--- config.mk ---
export PLATFORM = sky130hd
export DESIGN_NAME = dp_ram_port_arbiter
export DESIGN_NICKNAME = d
export VERILOG_FILES = /design/src/rtl/dp_ram_port_arbiter.sv
export SDC_FILE = /design/constraint.sdc
export NUM_CORES = 1
export LEC_CHECK = 0
export ABC_CLOCK_PERIOD_IN_PS = 3100
export CAP_MARGIN = 40
export CORE_MARGIN = 3
export CORE_UTILIZATION = 40
export DETAILED_ROUTE_END_ITERATION = 16
export GPL_TIMING_DRIVEN = 0
export PLACE_DENSITY_LB_ADDON = 0.08
export SLEW_MARGIN = 20
export SYNTH_ARGS = -nofsm -noshare
export SYNTH_HDL_FRONTEND = slang
export SYNTH_SLANG_ARGS = --single-unit
--- constraint.sdc ---
create_clock -name clk -period 3.1 [get_ports clk]
set_input_delay 0.93 -clock clk [delete_from_list [all_inputs] [get_ports clk]]
set_output_delay 0.93 -clock clk [all_outputs]
set_load 0.01 [all_outputs]
--- src/rtl/dp_ram_port_arbiter.sv ---
// Round-robin arbiter that shares one RAM port among NUM_REQ requesters using a fixed
// IDLE/SETUP/ACCESS/DONE sequence. Define RAM_ARB_PRIORITY_EN to give requester 0 absolute priority.
module dp_ram_port_arbiter #(
  parameter int unsigned DATA_WIDTH = 8,
  parameter int unsigned ADDR_WIDTH = 8,
  parameter int unsigned NUM_REQ    = 4,
  localparam int unsigned ID_W      = $clog2(NUM_REQ)
) (
  input  logic                          clk,
  input  logic                          rst,
  input  logic [NUM_REQ-1:0]            req,
  input  logic [NUM_REQ-1:0]            req_we,
  input  logic [NUM_REQ*ADDR_WIDTH-1:0] req_addr,
  input  logic [NUM_REQ*DATA_WIDTH-1:0] req_wdata,
  output logic [NUM_REQ-1:0]            ack,
  output logic [DATA_WIDTH-1:0]         rdata,
  output logic [ID_W-1:0]               grant_id,
  output logic                          busy,
  output logic                          ram_cs,
  output logic                          ram_we,
  output logic                          ram_oe,
  output logic [ADDR_WIDTH-1:0]         ram_addr,
  output logic [DATA_WIDTH-1:0]         ram_wdata,
  input  logic [DATA_WIDTH-1:0]         ram_rdata
);

  typedef enum logic [1:0] {StIdle, StSetup, StAccess, StDone} state_e;

  localparam logic [NUM_REQ-1:0] AckLsb = NUM_REQ'(1);
`ifdef RAM_ARB_PRIORITY_EN
  localparam int unsigned NumSlots = NUM_REQ - 1;
`else
  localparam int unsigned NumSlots = NUM_REQ;
`endif

  state_e                  state_q;
  logic [ID_W-1:0]         last_q;
  logic [ID_W-1:0]         grant_id_q;
  logic                    we_q;
  logic [DATA_WIDTH-1:0]   wdata_q;
  logic [NUM_REQ-1:0]      ack_q;
  logic [DATA_WIDTH-1:0]   rdata_q;
  logic                    ram_cs_q;
  logic                    ram_we_q;
  logic                    ram_oe_q;
  logic [ADDR_WIDTH-1:0]   ram_addr_q;
  logic [DATA_WIDTH-1:0]   ram_wdata_q;

  logic                    win_valid;
  logic [ID_W-1:0]         win_id;
  logic [ADDR_WIDTH-1:0]   win_addr;
  logic [DATA_WIDTH-1:0]   win_wdata;

  // Requester index reached by stepping offs slots past base in the rotation.
  function automatic logic [ID_W-1:0] rr_slot(input int unsigned base, input int unsigned offs);
`ifdef RAM_ARB_PRIORITY_EN
    // Rotation covers 1..NUM_REQ-1 only; base never holds 0 in this build.
    return ID_W'(1 + (base + NUM_REQ - 2 + offs) % (NUM_REQ - 1));
`else
    return ID_W'((base + offs) % NUM_REQ);
`endif
  endfunction

  always_comb begin
    win_valid = 1'b0;
    win_id    = '0;
    // Walk farthest to nearest so the nearest pending requester after last_q wins.
    for (int unsigned k = NumSlots; k >= 1; k--) begin
      if (req[rr_slot(32'(last_q), k)]) begin
        win_valid = 1'b1;
        win_id    = rr_slot(32'(last_q), k);
      end
    end
`ifdef RAM_ARB_PRIORITY_EN
    if (req[0]) begin
      win_valid = 1'b1;
      win_id    = '0;
    end
`endif
  end

  assign win_addr  = req_addr[32'(win_id) * ADDR_WIDTH +: ADDR_WIDTH];
  assign win_wdata = req_wdata[32'(win_id) * DATA_WIDTH +: DATA_WIDTH];

  always_ff @(posedge clk) begin
    if (rst) begin
      state_q     <= StIdle;
      last_q      <= ID_W'(NUM_REQ - 1);
      grant_id_q  <= '0;
      we_q        <= 1'b0;
      wdata_q     <= '0;
      ack_q       <= '0;
      rdata_q     <= '0;
      ram_cs_q    <= 1'b0;
      ram_we_q    <= 1'b0;
      ram_oe_q    <= 1'b0;
      ram_addr_q  <= '0;
      ram_wdata_q <= '0;
    end else begin
      unique case (state_q)
        StIdle: begin
          ack_q <= '0;
          if (win_valid) begin
            grant_id_q <= win_id;
            we_q       <= req_we[win_id];
            wdata_q    <= win_wdata;
            ram_addr_q <= win_addr;
            ram_cs_q   <= 1'b1;
            state_q    <= StSetup;
          end
        end
        StSetup: begin
          ram_cs_q <= 1'b1;
          if (we_q) begin
            ram_we_q    <= 1'b1;
            ram_wdata_q <= wdata_q;
          end else begin
            ram_oe_q <= 1'b1;
          end
          state_q <= StAccess;
        end
        StAccess: begin
          // RAM output is combinational, so read data is valid at the edge leaving ACCESS.
          if (!we_q) begin
            rdata_q <= ram_rdata;
          end
          ram_cs_q    <= 1'b0;
          ram_we_q    <= 1'b0;
          ram_oe_q    <= 1'b0;
          ram_wdata_q <= '0;
          ack_q       <= AckLsb << grant_id_q;
          state_q     <= StDone;
        end
        StDone: begin
          ack_q <= '0;
`ifdef RAM_ARB_PRIORITY_EN
          if (grant_id_q != '0) begin
            last_q <= grant_id_q;
          end
`else
          last_q <= grant_id_q;
`endif
          state_q <= StIdle;
        end
        default: state_q <= StIdle;
      endcase
    end
  end

  assign ack       = ack_q;
  assign rdata     = rdata_q;
  assign grant_id  = grant_id_q;
  assign busy      = (state_q != StIdle);
  assign ram_cs    = ram_cs_q;
  assign ram_we    = ram_we_q;
  assign ram_oe    = ram_oe_q;
  assign ram_addr  = ram_addr_q;
  assign ram_wdata = ram_wdata_q;

endmodule

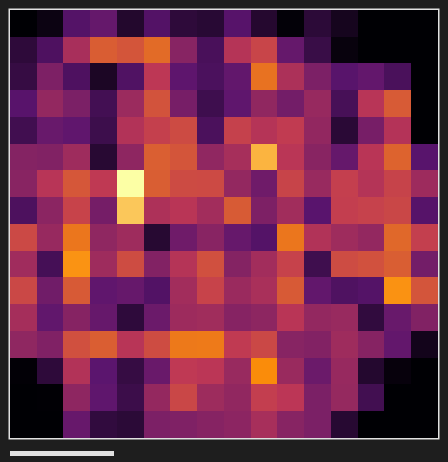
Fig. 1. Wiring heat map (run 1).
Bar = 20 µm. The die is cut into 16 by 16 equal tiles; black is low, pale yellow is high, scaled to the fullest tile. Values are wire area over tile area, all layers added.
fullest tile: 0.43
emptiest ninth of the die: north-east
mean over tiles: 0.15

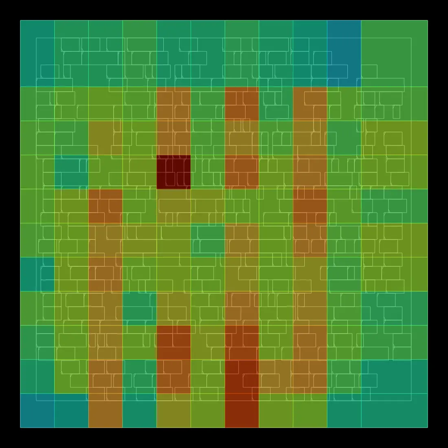
Fig. 2. Routing congestion (run 1).
met1 Resource Use GR: 0.213
GRT met3 Usage: 0.0510

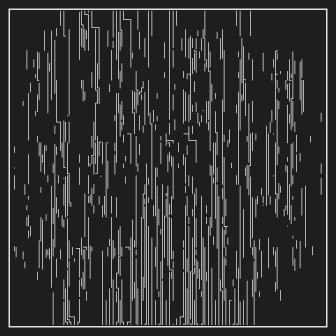
Fig. 3. M2 wires (run 1).
main direction: vertical
share of all routed wire: 52%

==> flow_summary.ini, run 1 <==
; generated from flow reports
[outcome]
status = complete, no violations

[floorplanning]
dieHeight_um = 82.4
num_rows = 27
core_area_um2 = 5570
chipArea_um2 = 6800
taps = 72
io_pins = 116
chipWidth_um = 82.4

[finish]
buffer_area_frac = 0.339
seq_area_frac = 0.250
n_all_inverters = 7
antenna_cells = 0
logic_area_um2 = 1290
fin_area_um2 = 3680
comb_area_share = 0.350
num-nonclk-buffers = 129
register_area_um2 = 921
nClkBuffers = 5
syn_to_final_growth_pct = 57.7
ff_count = 46

[yosys]
yosysUniqueCellTypes = 36
yosysWarnings = 0
synth-compound-area-share = 0.181
topCombFamilyByArea = multiplexers
ys_sh_simple = 0.154
yosys-stat-cells = 236
ys.flop_type = dfxtp_1
synth-adder-area-share = 0.0321
topCellsByArea = dfxtp_1 (39%), mux2i_1 (18%), o221ai_2 (6.4%)
syn-num-nets = 324
synth-edff-count = 0
synthMuxAreaShare = 0.185
netlist_instances = 236
synth_top_cell_by_area = dfxtp_1
ys_ff = 46
top_cell_area_share = 0.394
netlist_area_um2 = 2340
avgSynthCellArea_um2 = 9.90

[worst_setup_path]
worst_r2r_path_depth = 8
endpoint_kind = flip-flop
r2r_start = state_q[0]$_SDFFE_PP0P_
path_max_fanout = 10
reg2reg_slack_ns = 1.10

[detailed_routing]
vias = 2165
wl_met1_um = 2640
top_layer = met4
drc = 0
drt_pass1_iterations = 4
antenna_left = 0
routed_wl_um = 6440

[sta]
final_hold_viol_count = 0
setup_ws_ns = 0.313
min_period_ns = 2.79
period_used_share = 0.899
relSlewSlack = 0.608
max_freq_mhz = 359
timing.hold.ws_ns = 0.471

[power_and_ir_drop]
pg_seq_uw = 818
cellInternalPower_mw = 1.48
power_mw = 2.24
pwr-share-clk = 0.194
leakagePower_nw = 1.46
power_leader = combinational logic
p_clk_uw = 435
power.share.switching = 0.338
power_switching_uw = 757
power.density_nw_per_um2 = 607
combinationalPowerShare = 0.440
seq_power_share = 0.365

[min_path]
holdPathStages = 2
hold_end = ram_addr[5]$_SDFFE_PP0P_
holdCritStartpoint = ram_addr[5]$_SDFFE_PP0P_

[clock_tree]
cts_tree = built
postCtsHoldBufs = 0
clk_pin_slew_ns = 0.08
numCtsBuffers = 5
clock_path_buffers = 2
cts_setup_buffers = 0
htreeDepth = 2

[global_routing]
track_usage = 0.189
grt_pass1_wl_um = 9830
gr-total-overflow = 0
grt_pass1_vias = 2089
use_met2 = 0.352

[placed_design]
placed_cell_area_um2 = 3570
port_buffers = 114
dpl.hpwl_um = 4970
place_ws_ns = 0.0160
gp_congestion = 0.757

[flow_run]
cap_viol_max_count = 0
==> run 1: flip-flops by register name, summed over array words and instances, names as in the netlist <==
signal	count
ram_addr	8
ram_wdata	8
rdata	8
wdata_q	8
ack	4
grant_id	2
last_q	2
state_q	2
ram_cs	1
ram_oe	1
ram_we	1
we_q	1
==> run 1: cells in the final DEF, fill, tap and decap left out, types with 2 or more instances in the layout <==
master             n
clkbuf_1           5
mux2i_1           41
nor3_1             5
inv_1              7
ha_1               6
clkdlybuf4s50_1  114
a2111oi_2          2
a211o_1            2
nand2b_1           4
nor2_1            32
mux2_2             2
o221ai_1           5
nor2b_1            4
o221ai_2          10
clkbuf_8           5
buf_6              4
a22oi_1           10
a21oi_1            6
buf_4              5
clkinv_2           2
nand3_1            3
nand2_1           20
a32oi_1            2
dfxtp_1           46
o21ai_0            2
==> run 1: stage by stage <==
step	setup TNS [ns]	std cells
after detailed placement	0	422
after global routing	0	431
after CTS	0	430
after global placement	-0.282	422
final	0	431
after floorplan	0	236
==> run 1: critical path, cell delays in order <==
cell and delay [ns]:
clkdlybuf4s50_1 0.50, nor4_2 0.48, nor2_1 0.19, nor2_1 0.29
clkbuf_1 0.41, nand2_1 0.13, o221ai_2 0.07
==> run 1: worst max-delay path by stage <==
stage	start	to	slack [ns]	cells past startpoint
2_1_floorplan	req[3]	ram_addr[3]$_SDFFE_PP0P_	0.82	5
3_3_place_gp	req[2]	wdata_q[6]$_SDFFE_PP0P_	-0.04	7
3_5_place_dp	req[3]	ram_addr[4]$_SDFFE_PP0P_	0.02	7
4_1_cts	req[2]	ram_addr[1]$_SDFFE_PP0P_	0.30	7
5_1_grt	req[2]	wdata_q[7]$_SDFFE_PP0P_	0.09	7
6_report	req[3]	wdata_q[2]$_SDFFE_PP0P_	0.31	7
--- run 2 (diff from run 1) ---
--- a/config.mk
+++ b/config.mk
@@ -7,6 +7,7 @@
 export LEC_CHECK = 0
 export ABC_CLOCK_PERIOD_IN_PS = 3100
 export CAP_MARGIN = 40
+export CORE_ASPECT_RATIO = 1.5
 export CORE_MARGIN = 3
 export CORE_UTILIZATION = 40
 export DETAILED_ROUTE_END_ITERATION = 16
==> run 2 against run 1 <==
Against the previous run: critical path depth did not move; synthesized cell count did not move; sequential cell count stayed put; sequential share of layout area is essentially flat; combinational power is essentially flat; critical path type unchanged.
==> flow_summary.ini, run 2 <==
; generated from flow reports
[outcome]
status = complete, no violations

[min_path]
holdCritStartpoint = ram_addr[4]$_SDFFE_PP0P_
worst_hold_path_type = reg -> reg
holdPathStages = 2
hold_end = ram_addr[4]$_SDFFE_PP0P_

[worst_setup_path]
critPathArrivalTime_ns = 3.04
path_delay_family = simple AND/OR/NAND/NOR gates
critPathLaunchType = primary input
slowest_stage = nor4_2
crit_chain = clkdlybuf4s50_1 > nor4_2 > nor2_1 > nor2_1 > clkbuf_1 > nand2_1 > o221ai_1
endpoint_kind = flip-flop
worst_r2r_path_depth = 8
reg2reg_slack_ns = 1.04
reg2reg_to = we_q$_SDFFE_PP0P_
max_stage_delay_ns = 0.50
crit_required_ns = 3.31
path_max_fanout = 10
r2r_start = state_q[0]$_SDFFE_PP0P_
cp_common_cell = nor2_1
worst-path-buf-inv = 2
criticalPathCategory = in -> reg

[global_routing]
busiest_layer = met2
grt_max_degree = 16
gr-usage-met3 = 0.0588
antenna_found_initial = 0
grtUsageMet1 = 0.198
gr-total-overflow = 0
grt_pass1_wl_um = 9580
use_met2 = 0.332
grt_pass1_vias = 2162

[yosys]
top_cell_area_share = 0.394
postSynthSeqShare = 0.394
top_cell = dfxtp_1
synth-compound-area-share = 0.181
ys.flop_type = dfxtp_1
netlist_instances = 236
synthMuxAreaShare = 0.185
ys_area_um2 = 2340
ys_sh_simple = 0.154
syn-num-nets = 324
synth-edff-count = 0
synth-adder-area-share = 0.0321
netlist_area_um2 = 2340
yosysWarnings = 0
avgSynthCellArea_um2 = 9.90
topCellsByArea = dfxtp_1 (39%), mux2i_1 (18%), o221ai_2 (6.4%)
yosysUniqueCellTypes = 36
ys_top_cells_by_count = dfxtp_1 (46), mux2i_1 (41), nor2_1 (32), nand2_1 (20)
topCombFamilyByArea = multiplexers
ys_ff = 46
yosys-stat-cells = 236
synth_top_cell_by_area = dfxtp_1

[power_and_ir_drop]
vdd_drop_max_mv = 0.276
power_mw = 2.24
power.density_nw_per_um2 = 608
leakagePower_nw = 1.45

[finish]
lay_top_count = clkdlybuf4s50_1
fin_area_um2 = 3690
antenna_cells = 0
layout_top_cells = clkdlybuf4s50_1 (114), dfxtp_1 (46), mux2i_1 (41)
syn_to_final_growth_pct = 57.8
fillerInstances = 498
drive_gt1_frac = 0.106

[placed_design]
place_ws_ns = -0.0562
gp_congestion = 0.784
placed_cell_area_um2 = 3570
dpl.hpwl_um = 4930
port_buffers = 114

[detailed_routing]
antenna_left = 0
vias_per_cell = 5.03
drc = 0
top_layer = met4
drt_pass1_iterations = 4
wl_met1_um = 2300
routed-wl-met2_um = 3370
vias = 2158
met3WireLength_um = 390
drt_iter0_markers = 66
routed_wl_um = 6090

[floorplanning]
fp-utilization = 0.419
io_pins = 116
chipArea_um2 = 6820
dieHeight_um = 99.6
core_area_um2 = 5570
chipWidth_um = 68.4
num_rows = 33

[sta]
finalClockSkew_ns = 0.00746
setup_violations = 0
max_freq_mhz = 353
worstMarginPinSlew_ns = 0.634
period_used_share = 0.915
final_hold_viol_count = 0
setup_ws_ns = 0.265
relSlewSlack = 0.575
grt_setup_unrepaired = no
min_period_ns = 2.84
final.setup.tns_ns = 0

[clock_tree]
cts_setup_buffers = 0
clk_pin_slew_ns = 0.08
htreeDepth = 2
clock_path_buffers = 2
numCtsBuffers = 5
postCtsHoldBufs = 0
cts_resized = 0
cts_root_buffer = clkbuf_8
cts_sinks = 46
clock.latency.late_pin_ns = 0.30
cts_tree = built

[flow_run]
cap_viol_max_count = 0
warnings = 31
-- run 2: cell types whose count changed in the layout (fill, tap and decap cells not counted), sizes merged --
cell	before	now
clkinvlp	0	2
clkinv	2	0
-- run 2: worst max path at each step --
stage,end,slack [ns],from,cells after the start
5_1_grt,we_q$_SDFFE_PP0P_,0.04,req[2],7
3_5_place_dp,we_q$_SDFFE_PP0P_,-0.06,req[2],7
2_1_floorplan,ram_addr[3]$_SDFFE_PP0P_,0.82,req[3],5
4_1_cts,we_q$_SDFFE_PP0P_,0.23,req[2],7
3_3_place_gp,wdata_q[0]$_SDFFE_PP0P_,-0.07,req[3],7
6_report,we_q$_SDFFE_PP0P_,0.26,req[2],7
-- run 2: worst register-to-register path: stages (launching register included) --
cell and delay [ns]:
dfxtp_1 0.42, inv_1 0.11, ha_1 0.30, inv_1 0.10, nor2_1 0.09, nor2_1 0.30
clkbuf_1 0.45, nand2_1 0.11, o221ai_1 0.09
-- run 2: stage by stage --
stage / hold slack (ns) / std cells
after CTS: 0.475 / 428
after global routing: 0.509 / 429
final: 0.472 / 429
after floorplan: 0.433 / 236
after global placement: 0.444 / 420
after detailed placement: 0.448 / 420
-- run 2: report_power, final --
group          switching [mW]  internal, mW  leakage (nW)
sequential             0.0904         0.723         0.377
combinational           0.466         0.520          1.02
clock                   0.203         0.240        0.0504
total                   0.759          1.48          1.45
-- run 2: layout make-up --
cell class	instances	area [µm²]	area share
multi-input cells	169	1290	0.350
repair buffers	115	1150	0.312
flip-flops and latches	46	921	0.250
plain buffers	14	98.8	0.0268
well taps	70	87.6	0.0238
clock buffers	5	68.8	0.0187
clock inverters	3	45.0	0.0122
inverters	7	26.3	0.00713
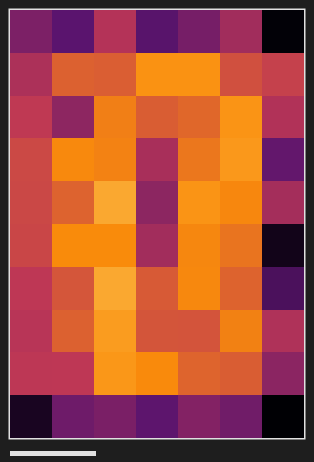
Fig. 4. Cell density map (run 2).
Bar = 20 µm. The die is cut into 7 by 10 equal tiles; black is low, pale yellow is high, 0 to 100% covered.
tiles over 75% full: 13%
mean over tiles: 53%
nearly empty tiles: 2.9%
fullest tile: 81%

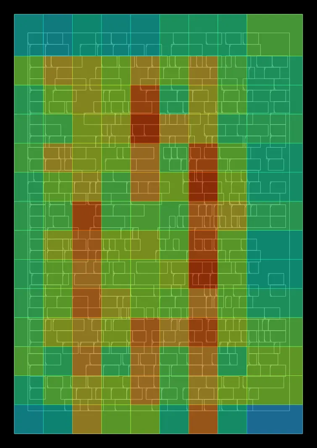
Fig. 5. Routing congestion (run 2).
gr usage total: 0.183
WL per Instance: 14.2 µm

Power is estimated from default activity; no workload was simulated.
